==> images/m1.png <==
Supply wires on this layer in gray.
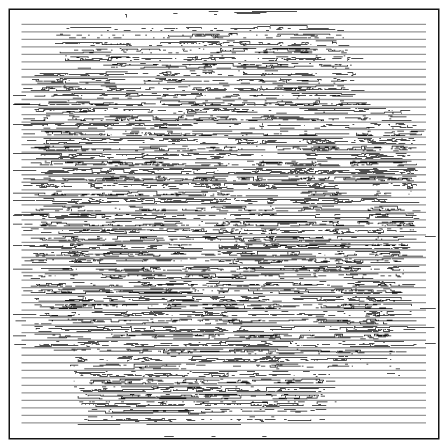
==> images/m2.png <==
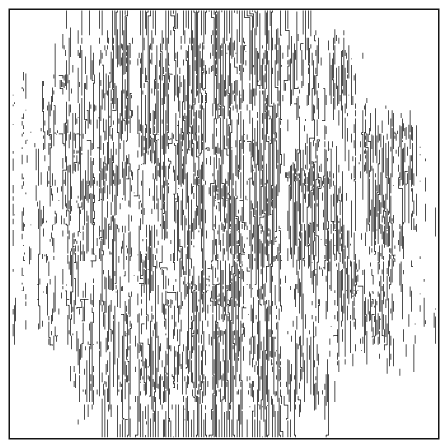
## src/rtl/eeg_frame_packer.sv

```systemverilog
// Packs eight 24-bit AD channel words into a 28-byte frame: A5 5A seq, payload, checksum.
// First byte one cycle after the stroke edge; out_valid/out_ready stalls hold the byte and index.
`timescale 1ns/1ps
module eeg_frame_packer #(
  parameter logic [7:0] HDR0   = 8'hA5,
  parameter logic [7:0] HDR1   = 8'h5A,
  parameter bit         CHK_EN = 1'b1
) (
  input  logic        clk,
  input  logic        reset,
  input  logic        pdata_stroke,
  input  logic [23:0] data_ch1,
  input  logic [23:0] data_ch2,
  input  logic [23:0] data_ch3,
  input  logic [23:0] data_ch4,
  input  logic [23:0] data_ch5,
  input  logic [23:0] data_ch6,
  input  logic [23:0] data_ch7,
  input  logic [23:0] data_ch8,
  output logic [7:0]  out_data,
  output logic        out_valid,
  input  logic        out_ready,
  output logic        busy,
  output logic        overrun,
  output logic [7:0]  frame_cnt
);

  typedef enum logic {IDLE, SEND} state_t;

  state_t       state;
  logic         stroke_q;
  logic [191:0] shadow;
  logic [7:0]   seq;
  logic [7:0]   sum;
  logic [4:0]   idx;

  logic         stroke_evt;
  logic         accept;
  logic         last;
  logic [4:0]   nidx;
  logic [4:0]   pidx;
  logic [7:0]   sum_nxt;
  logic [7:0]   next_byte;
  logic [191:0] sh_shift;
  logic [191:0] snap;

  assign stroke_evt = pdata_stroke & ~stroke_q;
  assign accept     = out_valid & out_ready;
  assign last       = (idx == 5'd27);
  assign nidx       = idx + 5'd1;
  assign pidx       = nidx - 5'd3;
  assign snap       = {data_ch1, data_ch2, data_ch3, data_ch4,
                       data_ch5, data_ch6, data_ch7, data_ch8};

  // ch1[23:16] sits at the top of the shadow, so payload byte p is at the top after a shift of 8p.
  assign sh_shift   = shadow << {pidx, 3'b000};

  always_comb begin
    sum_nxt = sum;
    if (idx >= 5'd2 && idx <= 5'd26)
      sum_nxt = sum + out_data;
    case (nidx)
      5'd1:    next_byte = HDR1;
      5'd2:    next_byte = seq;
      5'd27:   next_byte = CHK_EN ? (~sum_nxt + 8'd1) : 8'h00;
      default: next_byte = sh_shift[191:184];
    endcase
  end

  always_ff @(posedge clk) begin
    if (!reset) begin
      state     <= IDLE;
      stroke_q  <= 1'b0;
      shadow    <= '0;
      seq       <= 8'h00;
      sum       <= 8'h00;
      idx       <= 5'd0;
      out_data  <= 8'h00;
      out_valid <= 1'b0;
      busy      <= 1'b0;
      overrun   <= 1'b0;
      frame_cnt <= 8'h00;
    end else begin
      stroke_q <= pdata_stroke;
      case (state)
        IDLE: begin
          if (stroke_evt) begin
            shadow    <= snap;
            seq       <= frame_cnt;
            sum       <= 8'h00;
            idx       <= 5'd0;
            out_data  <= HDR0;
            out_valid <= 1'b1;
            busy      <= 1'b1;
            state     <= SEND;
          end
        end
        SEND: begin
          if (accept) begin
            if (last) begin
              frame_cnt <= frame_cnt + 8'd1;
              idx       <= 5'd0;
              // A stroke landing on the final accept chains straight into the next frame.
              if (stroke_evt) begin
                shadow   <= snap;
                seq      <= frame_cnt + 8'd1;
                sum      <= 8'h00;
                out_data <= HDR0;
              end else begin
                out_data  <= 8'h00;
                out_valid <= 1'b0;
                busy      <= 1'b0;
                state     <= IDLE;
              end
            end else begin
              idx      <= nidx;
              out_data <= next_byte;
              sum      <= sum_nxt;
            end
          end
          if (stroke_evt && !(accept && last))
            overrun <= 1'b1;
        end
        default: state <= IDLE;
      endcase
    end
  end

endmodule

```

## config.mk

```make
export PLATFORM = sky130hd
export DESIGN_NAME = eeg_frame_packer
export DESIGN_NICKNAME = d
export VERILOG_FILES = /design/src/rtl/eeg_frame_packer.sv
export SDC_FILE = /design/constraint.sdc
export NUM_CORES = 1
export LEC_CHECK = 0
export CAP_MARGIN = 30
export CORE_MARGIN = 4
export CORE_UTILIZATION = 53
export DETAILED_ROUTE_END_ITERATION = 8
export PLACE_DENSITY = 0.82
export SLEW_MARGIN = 20
export SYNTH_ARGS = -nofsm -noshare
export SYNTH_HDL_FRONTEND = slang
export SYNTH_SLANG_ARGS = --single-unit
```

## constraint.sdc

```tcl
create_clock -name clk -period 4.4 [get_ports clk]
set_clock_uncertainty 0.05 [all_clocks]
set_input_delay 0.44 -clock clk [delete_from_list [all_inputs] [get_ports clk]]
set_output_delay 0.44 -clock clk [all_outputs]
set_load 0.1 [all_outputs]
```

==> results_slide.txt <==
Physical Implementation Snapshot

Outcome
  – Status: finished clean

Synth
  – Synth Area in Adders: 0.0171
  – Post-synth ARST share: 0
  – Comb area leader: simple AND/OR/NAND/NOR gates
  – XORs/XNORs by Area: 0.0242
  – Post-synth EDFFs: 0
  – Most numerous cell in the Yosys netlist: nand2_1
  – And+or+nand+nor area frac: 0.202
  – Cell area after synthesis: 11400 um^2
  – Top cells by count: 441 x nand2_1, 233 x dfxtp_1, 166 x a21boi_0

Finish
  – Reg with most FFs: shadow
  – NumNets Final: 1682
  – Synthesis-to-layout area growth: 26.8%
  – Fin cells: 1764
  – Seq area share: 0.322
  – Top class by area: multi-input combinational cells
  – Post-route cell area: between 10000 and 15000 um^2
  – FILL cells: 1611
  – Comb area: 6320 um^2
  – Inverters: 9

Timing
  – RSZ-0062 raised after global routing: false
  – Final Hold Slack: 386 ps
  – Fmax: 0.278 GHz
  – Setup violators final: 0
  – Worst rel slew slack: 0.350

Clocking
  – CTS Hold Buffers Added: 0
  – CTS sink count: 233
  – Post-CTS setup buffer count: 0
  – Root buffer cell: clkbuf_16

Power and ir drop
  – P_leak: 5.35 nW
  – Internal power: approximately 0.0038 W
  – Biggest consumer: sequential cells

Route
  – Avg Vias per Cell: 5.71
  – Vias: 10100

Floorplan
  – Tap Cells: 275
Back to the opening pictures, m1.png:
The layer carries 13500 um of wire. The longest straight run is 41.4 um. The layer holds 41% of the routed length. 1552 nets have wire on it. The wires run mostly horizontal.
final WL: 33000 um
GRT met1 Usage: 0.354

Back to the opening pictures, m2.png:
The layer holds 48% of the routed length. The layer carries 16000 um of wire.

==> metal layers <==
metal | share of wire | GRT usage | vias to the layer above
met2 | 0.48 | 0.450 | 414
met1 | 0.41 | 0.354 | 4774
li1 | - | - | 4799
met5 | 0 | 0 | -
met3 | 0.071 | 0.0459 | 84
met4 | 0.036 | 0.0934 | 0
==> critical path, stage by stage, from the launching register on <==
cell      delay [ps]
dfxtp_1          630
ha_1             540
nor2b_1          130
a22o_1           300
or3_4            410
nand2_4          290
mux4_2           550
mux2i_1          190
o221ai_1         140
a32o_1           230
==> path summary, 6_finish.rpt <==
kind | startpoint | to | slack, ps | depth (start not counted)
min reg2reg | shadow[154] | shadow[154] | 400 | 2
min | reset | seq[6] | 390 | 2
max reg2reg | idx[0] | out_data[1] | 800 | 9
max | idx[0] | out_data[1] | 800 | 9
Power figures rest on the tool's default switching activity, not on a simulated workload.
